### src/rtl/alu_pkg.sv
// Shared ALU control codes, MIPS opcode/funct constants and immediate helpers.
package alu_pkg;

  // ALU control codes (GT is reserved: listed for the ALU, never emitted by decode)
  localparam logic [3:0] ALU_ADD = 4'b0000;
  localparam logic [3:0] ALU_SUB = 4'b0001;
  localparam logic [3:0] ALU_AND = 4'b0010;
  localparam logic [3:0] ALU_OR  = 4'b0011;
  localparam logic [3:0] ALU_SLL = 4'b0100;
  localparam logic [3:0] ALU_SRL = 4'b0101;
  localparam logic [3:0] ALU_SRA = 4'b0110;
  localparam logic [3:0] ALU_GT  = 4'b0111;
  localparam logic [3:0] ALU_LT  = 4'b1000;
  localparam logic [3:0] ALU_NOR = 4'b1001;

  // Major opcodes
  localparam logic [5:0] OP_RTYPE = 6'h00;
  localparam logic [5:0] OP_BEQ   = 6'h04;
  localparam logic [5:0] OP_BNE   = 6'h05;
  localparam logic [5:0] OP_ADDI  = 6'h08;
  localparam logic [5:0] OP_ADDIU = 6'h09;
  localparam logic [5:0] OP_SLTI  = 6'h0A;
  localparam logic [5:0] OP_ANDI  = 6'h0C;
  localparam logic [5:0] OP_ORI   = 6'h0D;
  localparam logic [5:0] OP_LW    = 6'h23;
  localparam logic [5:0] OP_SW    = 6'h2B;

  // R-type funct codes
  localparam logic [5:0] F_SLL  = 6'h00;
  localparam logic [5:0] F_SRL  = 6'h02;
  localparam logic [5:0] F_SRA  = 6'h03;
  localparam logic [5:0] F_ADD  = 6'h20;
  localparam logic [5:0] F_ADDU = 6'h21;
  localparam logic [5:0] F_SUB  = 6'h22;
  localparam logic [5:0] F_SUBU = 6'h23;
  localparam logic [5:0] F_AND  = 6'h24;
  localparam logic [5:0] F_OR   = 6'h25;
  localparam logic [5:0] F_NOR  = 6'h27;
  localparam logic [5:0] F_SLT  = 6'h2A;

  function automatic logic [31:0] sign_ext16(input logic [15:0] imm);
    return {{16{imm[15]}}, imm};
  endfunction

  function automatic logic [31:0] zero_ext16(input logic [15:0] imm);
    return {16'h0000, imm};
  endfunction

endpackage

### src/rtl/alu_op_decode.sv
// Combinational MIPS instruction -> ALU control slice decoder.
module alu_op_decode
  import alu_pkg::*;
(
  input  logic [31:0] instr,
  output logic [3:0]  alu_control,
  output logic [4:0]  shift_amount,
  output logic        use_imm,
  output logic [31:0] imm_ext,
  output logic [4:0]  dest_reg,
  output logic        reg_write,
  output logic        illegal
);

  logic [5:0]  op_s;
  logic [4:0]  rt_s;
  logic [4:0]  rd_s;
  logic [4:0]  shamt_s;
  logic [5:0]  funct_s;
  logic [15:0] imm_s;
  logic        unused_rs_s;

  assign op_s    = instr[31:26];
  assign rt_s    = instr[20:16];
  assign rd_s    = instr[15:11];
  assign shamt_s = instr[10:6];
  assign funct_s = instr[5:0];
  assign imm_s   = instr[15:0];
  // rs only selects an operand register upstream; it never changes the control encoding
  assign unused_rs_s = &{1'b0, instr[25:21]};

  logic [3:0]  alu_s;
  logic [4:0]  sh_s;
  logic        use_imm_s;
  logic [31:0] imm_ext_s;
  logic [4:0]  dest_s;
  logic        wr_s;
  logic        ill_s;

  // Raw per-opcode decode; write enable here ignores the $zero destination rule
  always_comb begin
    alu_s     = ALU_ADD;
    sh_s      = 5'd0;
    use_imm_s = 1'b0;
    imm_ext_s = 32'd0;
    dest_s    = 5'd0;
    wr_s      = 1'b0;
    ill_s     = 1'b0;
    case (op_s)
      OP_RTYPE: begin
        dest_s = rd_s;
        wr_s   = 1'b1;
        case (funct_s)
          F_ADD, F_ADDU: alu_s = ALU_ADD;
          F_SUB, F_SUBU: alu_s = ALU_SUB;
          F_AND:         alu_s = ALU_AND;
          F_OR:          alu_s = ALU_OR;
          F_NOR:         alu_s = ALU_NOR;
          F_SLT:         alu_s = ALU_LT;
          F_SLL: begin alu_s = ALU_SLL; sh_s = shamt_s; end
          F_SRL: begin alu_s = ALU_SRL; sh_s = shamt_s; end
          F_SRA: begin alu_s = ALU_SRA; sh_s = shamt_s; end
          default:       ill_s = 1'b1;
        endcase
      end
      OP_ADDI, OP_ADDIU, OP_LW: begin
        alu_s = ALU_ADD; use_imm_s = 1'b1; imm_ext_s = sign_ext16(imm_s);
        dest_s = rt_s; wr_s = 1'b1;
      end
      OP_SLTI: begin
        alu_s = ALU_LT; use_imm_s = 1'b1; imm_ext_s = sign_ext16(imm_s);
        dest_s = rt_s; wr_s = 1'b1;
      end
      OP_ANDI: begin
        alu_s = ALU_AND; use_imm_s = 1'b1; imm_ext_s = zero_ext16(imm_s);
        dest_s = rt_s; wr_s = 1'b1;
      end
      OP_ORI: begin
        alu_s = ALU_OR; use_imm_s = 1'b1; imm_ext_s = zero_ext16(imm_s);
        dest_s = rt_s; wr_s = 1'b1;
      end
      OP_SW: begin
        alu_s = ALU_ADD; use_imm_s = 1'b1; imm_ext_s = sign_ext16(imm_s);
        dest_s = rt_s; wr_s = 1'b0;
      end
      OP_BEQ, OP_BNE: begin
        // compare rs against rt register; immediate is only the branch offset
        alu_s = ALU_SUB; use_imm_s = 1'b0; imm_ext_s = sign_ext16(imm_s);
        dest_s = rt_s; wr_s = 1'b0;
      end
      default: ill_s = 1'b1;
    endcase
  end

  // Final slice: illegal words collapse to a neutral ADD, and $zero never gets written
  always_comb begin
    if (ill_s) begin
      alu_control  = ALU_ADD;
      shift_amount = 5'd0;
      use_imm      = 1'b0;
      imm_ext      = 32'd0;
      dest_reg     = 5'd0;
      reg_write    = 1'b0;
      illegal      = 1'b1;
    end else begin
      alu_control  = alu_s;
      shift_amount = sh_s;
      use_imm      = use_imm_s;
      imm_ext      = imm_ext_s;
      dest_reg     = dest_s;
      reg_write    = wr_s & (dest_s != 5'd0);
      illegal      = 1'b0;
    end
  end

endmodule

### src/rtl/alu_ctrl_encode_stage.sv
// ID/EX control-slice register with stall/flush handling and a saturating illegal counter.
module alu_ctrl_encode_stage
  import alu_pkg::*;
#(
  parameter int ILL_CNT_W = 8
) (
  input  logic                 clk,
  input  logic                 rst,
  input  logic                 id_valid,
  input  logic [31:0]          instr,
  input  logic                 stall,
  input  logic                 flush,
  output logic                 ex_valid,
  output logic [3:0]           alu_control,
  output logic [4:0]           shift_amount,
  output logic                 use_imm,
  output logic [31:0]          imm_ext,
  output logic [4:0]           dest_reg,
  output logic                 reg_write,
  output logic                 illegal,
  output logic [ILL_CNT_W-1:0] ill_count
);

  localparam logic [ILL_CNT_W-1:0] CNT_MAX = {ILL_CNT_W{1'b1}};
  localparam logic [ILL_CNT_W-1:0] CNT_ONE = {{(ILL_CNT_W-1){1'b0}}, 1'b1};

  logic [3:0]  dec_alu_s;
  logic [4:0]  dec_sh_s;
  logic        dec_use_imm_s;
  logic [31:0] dec_imm_s;
  logic [4:0]  dec_dest_s;
  logic        dec_wr_s;
  logic        dec_ill_s;

  alu_op_decode u_decode (
    .instr        (instr),
    .alu_control  (dec_alu_s),
    .shift_amount (dec_sh_s),
    .use_imm      (dec_use_imm_s),
    .imm_ext      (dec_imm_s),
    .dest_reg     (dec_dest_s),
    .reg_write    (dec_wr_s),
    .illegal      (dec_ill_s)
  );

  logic                 ex_valid_d,  ex_valid_q;
  logic [3:0]           alu_ctrl_d,  alu_ctrl_q;
  logic [4:0]           shamt_d,     shamt_q;
  logic                 use_imm_d,   use_imm_q;
  logic [31:0]          imm_ext_d,   imm_ext_q;
  logic [4:0]           dest_d,      dest_q;
  logic                 reg_write_d, reg_write_q;
  logic                 illegal_d,   illegal_q;
  logic [ILL_CNT_W-1:0] ill_cnt_d,   ill_cnt_q;

  // Next-state select: flush (or an empty ID slot) bubbles, stall holds, otherwise load decode
  always_comb begin
    ex_valid_d  = ex_valid_q;
    alu_ctrl_d  = alu_ctrl_q;
    shamt_d     = shamt_q;
    use_imm_d   = use_imm_q;
    imm_ext_d   = imm_ext_q;
    dest_d      = dest_q;
    reg_write_d = reg_write_q;
    illegal_d   = illegal_q;
    ill_cnt_d   = ill_cnt_q;
    if (flush || (!stall && !id_valid)) begin
      ex_valid_d  = 1'b0;
      alu_ctrl_d  = ALU_ADD;
      shamt_d     = 5'd0;
      use_imm_d   = 1'b0;
      imm_ext_d   = 32'd0;
      dest_d      = 5'd0;
      reg_write_d = 1'b0;
      illegal_d   = 1'b0;
    end else if (stall) begin
      ex_valid_d  = ex_valid_q;
    end else begin
      ex_valid_d  = ~dec_ill_s;
      alu_ctrl_d  = dec_alu_s;
      shamt_d     = dec_sh_s;
      use_imm_d   = dec_use_imm_s;
      imm_ext_d   = dec_imm_s;
      dest_d      = dec_dest_s;
      reg_write_d = dec_wr_s;
      illegal_d   = dec_ill_s;
      if (dec_ill_s && (ill_cnt_q != CNT_MAX)) begin
        ill_cnt_d = ill_cnt_q + CNT_ONE;
      end else begin
        ill_cnt_d = ill_cnt_q;
      end
    end
  end

  // ID/EX register with synchronous reset
  always_ff @(posedge clk) begin
    if (rst) begin
      ex_valid_q  <= 1'b0;
      alu_ctrl_q  <= ALU_ADD;
      shamt_q     <= 5'd0;
      use_imm_q   <= 1'b0;
      imm_ext_q   <= 32'd0;
      dest_q      <= 5'd0;
      reg_write_q <= 1'b0;
      illegal_q   <= 1'b0;
      ill_cnt_q   <= {ILL_CNT_W{1'b0}};
    end else begin
      ex_valid_q  <= ex_valid_d;
      alu_ctrl_q  <= alu_ctrl_d;
      shamt_q     <= shamt_d;
      use_imm_q   <= use_imm_d;
      imm_ext_q   <= imm_ext_d;
      dest_q      <= dest_d;
      reg_write_q <= reg_write_d;
      illegal_q   <= illegal_d;
      ill_cnt_q   <= ill_cnt_d;
    end
  end

  assign ex_valid     = ex_valid_q;
  assign alu_control  = alu_ctrl_q;
  assign shift_amount = shamt_q;
  assign use_imm      = use_imm_q;
  assign imm_ext      = imm_ext_q;
  assign dest_reg     = dest_q;
  assign reg_write    = reg_write_q;
  assign illegal      = illegal_q;
  assign ill_count    = ill_cnt_q;

endmodule
### config.mk
export PLATFORM = sky130hd
export DESIGN_NAME = alu_ctrl_encode_stage
export DESIGN_NICKNAME = d
export VERILOG_FILES = /design/src/rtl/alu_pkg.sv /design/src/rtl/alu_op_decode.sv /design/src/rtl/alu_ctrl_encode_stage.sv
export SDC_FILE = /design/constraint.sdc
export NUM_CORES = 1
export LEC_CHECK = 0
export ABC_AREA = 1
export CAP_MARGIN = 10
export CORE_ASPECT_RATIO = 2
export CORE_MARGIN = 2
export CORE_UTILIZATION = 38
export CTS_BUF_LIST = sky130_fd_sc_hd__clkbuf_16
export CTS_CLUSTER_SIZE = 12
export DETAILED_ROUTE_END_ITERATION = 6
export GPL_TIMING_DRIVEN = 0
export PLACE_DENSITY = 0.73
export SETUP_SLACK_MARGIN = 0.5
export SLEW_MARGIN = 20
export SYNTH_ARGS = -nofsm -noshare
export SYNTH_HDL_FRONTEND = slang
export SYNTH_SLANG_ARGS = --single-unit
export TNS_END_PERCENT = 10
### constraint.sdc
create_clock -name clk -period 1.4 [get_ports clk]
set_input_delay 0.28 -clock clk [delete_from_list [all_inputs] [get_ports clk]]
set_output_delay 0.28 -clock clk [all_outputs]
set_load 0.01 [all_outputs]
Figure 1. Cell placement (run 1).
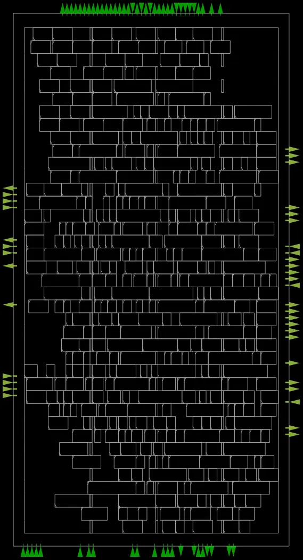
Layout Utilization: 0.716
area inside the core boundary: 0.00566 mm^2
layout sequential cell count: 43
Final Non-Filler Cells: 494

Figure 2. Clock wires, drivers and flops (run 1).
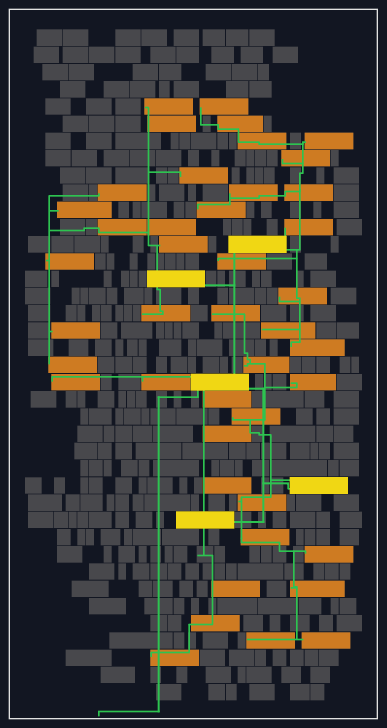
Key: flip-flops = orange [count 43]; clock-net drivers = yellow [count 5]; clock wires = green [length 564 um]
Position of the flops: spread over the die. There are 6 routed clock nets.
Worst Skew: 2.42 ps
Clock Latency Late Sink: 290 ps
relative contribution of the clock network to total power: 0.397
Clock net power: 1.14 mW

Figure 3. Met2 routing (run 1).
The bar under the picture is 20 um long.
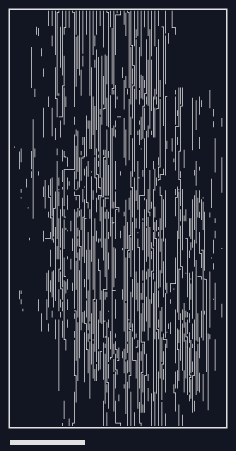
The wires run mostly vertical. The layer carries 4500 um of wire. 422 nets have wire on it. The longest straight run is 43.2 um.
met2 global-route usage: 0.446
wire length reported by the detailed router: 7.60 mm

Figure 4. Power grid (run 1).
Pins as bars on the die edge. Tap cells in grey.
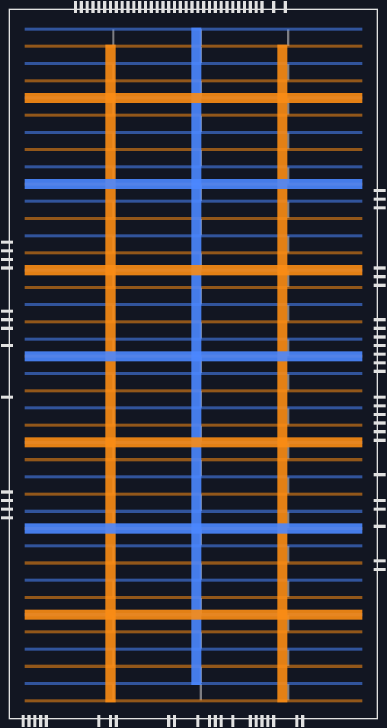
Key: VDD = blue; VSS = orange
61 tap cells. The core has 39 rows. 40 met1 rails follow the rows. 95 signal pins sit on the boundary. 3 straps on met4.
DIE WIDTH: 57.9 um
peak ir drop on the vdd network: 1070 uV
die y size: 112 um

## run 1: critical path, delay by kind of cell
family / cells / cell delay (ps)
simple gates: 7 / 870
compound gates: 2 / 240
buf+inv: 2 / 170
## run 1: path summary, 6_finish.rpt
path                start      endpoint  slack, ps
min              instr[3]    imm_ext[3]        310
max reg2reg  ill_count[1]  ill_count[1]         10
max             instr[27]  ill_count[1]        -10
min reg2reg    imm_ext[1]    imm_ext[1]        460
## run 1: power by group through the flow
stage | sequential, mW | clock [mW] | combinational, mW
final | 1.24 | 1.14 | 0.493
after global routing | 1.24 | 1.18 | 0.526
after floorplan | 1.27 | 0 | 0.173
after detailed placement | 1.27 | 0 | 0.355
after CTS | 1.24 | 1.14 | 0.438
after global placement | 1.27 | 0 | 0.349
## run 1: cells in the final DEF, fill, tap and decap left out, types with 3 or more instances in the layout
master                            Yosys  routed
sky130_fd_sc_hd__buf_6                0      71
sky130_fd_sc_hd__nand2_1             73      62
sky130_fd_sc_hd__a21oi_1             43      38
sky130_fd_sc_hd__dfxtp_2              0      36
sky130_fd_sc_hd__buf_4               16      24
sky130_fd_sc_hd__nand3_1             27      21
sky130_fd_sc_hd__clkdlybuf4s50_1      0      16
sky130_fd_sc_hd__inv_1               18      14
sky130_fd_sc_hd__nand2_2              2      12
sky130_fd_sc_hd__nor2_1              22      12
sky130_fd_sc_hd__nand4_1             11      11
sky130_fd_sc_hd__nor2_2               1       7
sky130_fd_sc_hd__nand3_2              2       7
sky130_fd_sc_hd__inv_2                4       5
sky130_fd_sc_hd__nor2_4               1       5
sky130_fd_sc_hd__buf_2                1       5
sky130_fd_sc_hd__clkbuf_16            0       5
sky130_fd_sc_hd__buf_12               0       5
sky130_fd_sc_hd__dlygate4sd2_1        0       5
sky130_fd_sc_hd__inv_4                0       4
sky130_fd_sc_hd__clkbuf_1             8       4
sky130_fd_sc_hd__a21oi_2              0       4
sky130_fd_sc_hd__nand3_4              2       4
sky130_fd_sc_hd__dfxtp_4              0       4
sky130_fd_sc_hd__o21ai_2              1       3
sky130_fd_sc_hd__clkbuf_2             0       3
sky130_fd_sc_hd__o21ai_1              1       3
sky130_fd_sc_hd__xor2_1               3       3
sky130_fd_sc_hd__xnor2_1              3       3
sky130_fd_sc_hd__dfxtp_1             43       3
sky130_fd_sc_hd__clkdlybuf4s15_2      0       3
sky130_fd_sc_hd__buf_8                0       3
## run 1: Yosys cell counts (all sizes together)
master,n,area (um^2)
nand2,77,318
a21oi,43,215
dfxtp,43,861
nand3,31,190
nor2,24,100
inv,22,82.6
buf,18,129
nand4,11,68.8
clkbuf,8,30.0
o21ai,8,43.8
xnor2,3,26.3
xor2,3,26.3
clkinv,2,7.51
nor3,2,15.0
o211ai,2,15.0
o22ai,2,12.5
a21boi,1,11.3
ha,1,12.5
nand3b,1,11.3
o21a,1,7.51
o21bai,1,7.51
o22a,1,8.76
o32ai,1,8.76
## run 1: metrics by stage
step           instances  area (um^2)
2_1_floorplan        306         2290
4_1_cts              489         3650
3_3_place_gp         454         3240
3_5_place_dp         454         3240
5_1_grt              494         4050
6_report             494         4050
==> metrics.sh <==
CRITICAL_PATH.STARTPOINT_TYPE='input port'
COMBINATIONAL_SHARE_OF_POWER=0.172
FF2FF_PATH_DEPTH=7
NONCLOCKINVERTERCOUNT=24
GRT_ANTENNA_BEFORE_REPAIR=0
DATA_ARRIVAL_AT_THE_ENDPOINT_OF_THE_CRITICAL_PATH_PS=1560
HOLDCRITPATHCLASS='input port to register'
CRITICAL_PATH_PEAK_FANOUT=8
HPWL_MM=5.21
LAYOUT.NON_CLOCK_BUFFERS=143
AOI_SHARE=0.150
BUFFER_AREA_FRAC=0.359
POST_CTS.RESIZED_INSTANCES=213
HOLD_VIOLATIONS=0
ANT_NETS=0
SETUP_TOTAL_NEGATIVE_SLACK_PS=-35.1
HEADROOM_TO_THE_MAX_SLEW_LIMIT=0.633
GRT_SETUP_UNREPAIRED='true'
TIMING.FINAL.SETUP_VIOLATIONS=5
FAILED_CHECKS='negative setup slack'
OUTCOME='complete, but fails checks'
SEQ-CELL-SHARE=0.227
POWER_DENSITY_mW_PER_MM2=708
CRIT_PATH_MAX_INCR_DELAY_PS=220
LAYOUT_SETUP_WS_PS=-14.9
GR-TOTAL-OVERFLOW=0
SYN_AREA_MM2=0.00221
FINAL_NETS=470
IO_BUFFERS=87
HTREEDEPTH=2
SWITCHING_PART_OF_THE_TOTAL=0.264
POST_DRT_WL_PER_CELL_UM=15.4
TOTALPOWERFINAL_mW=2.87
NWELLTAPS=61
ANTENNA_DIODE_COUNT=0
LKG_PWR_nW=1.68
CRITICAL_PATH_REQUIRED_PS=1540
LOG.WARNING_COUNT=34
SYNTHESIS.YOSYS.WARNINGS=0
MULTI_INPUT_COMB_CELLS=215
NUM_VIAS=2584
MAXCAPVIOLATIONS=0
GROUTE.LAYER.MET3.USAGE=0.0325
Power figures rest on the tool's default switching activity, not on a simulated workload.
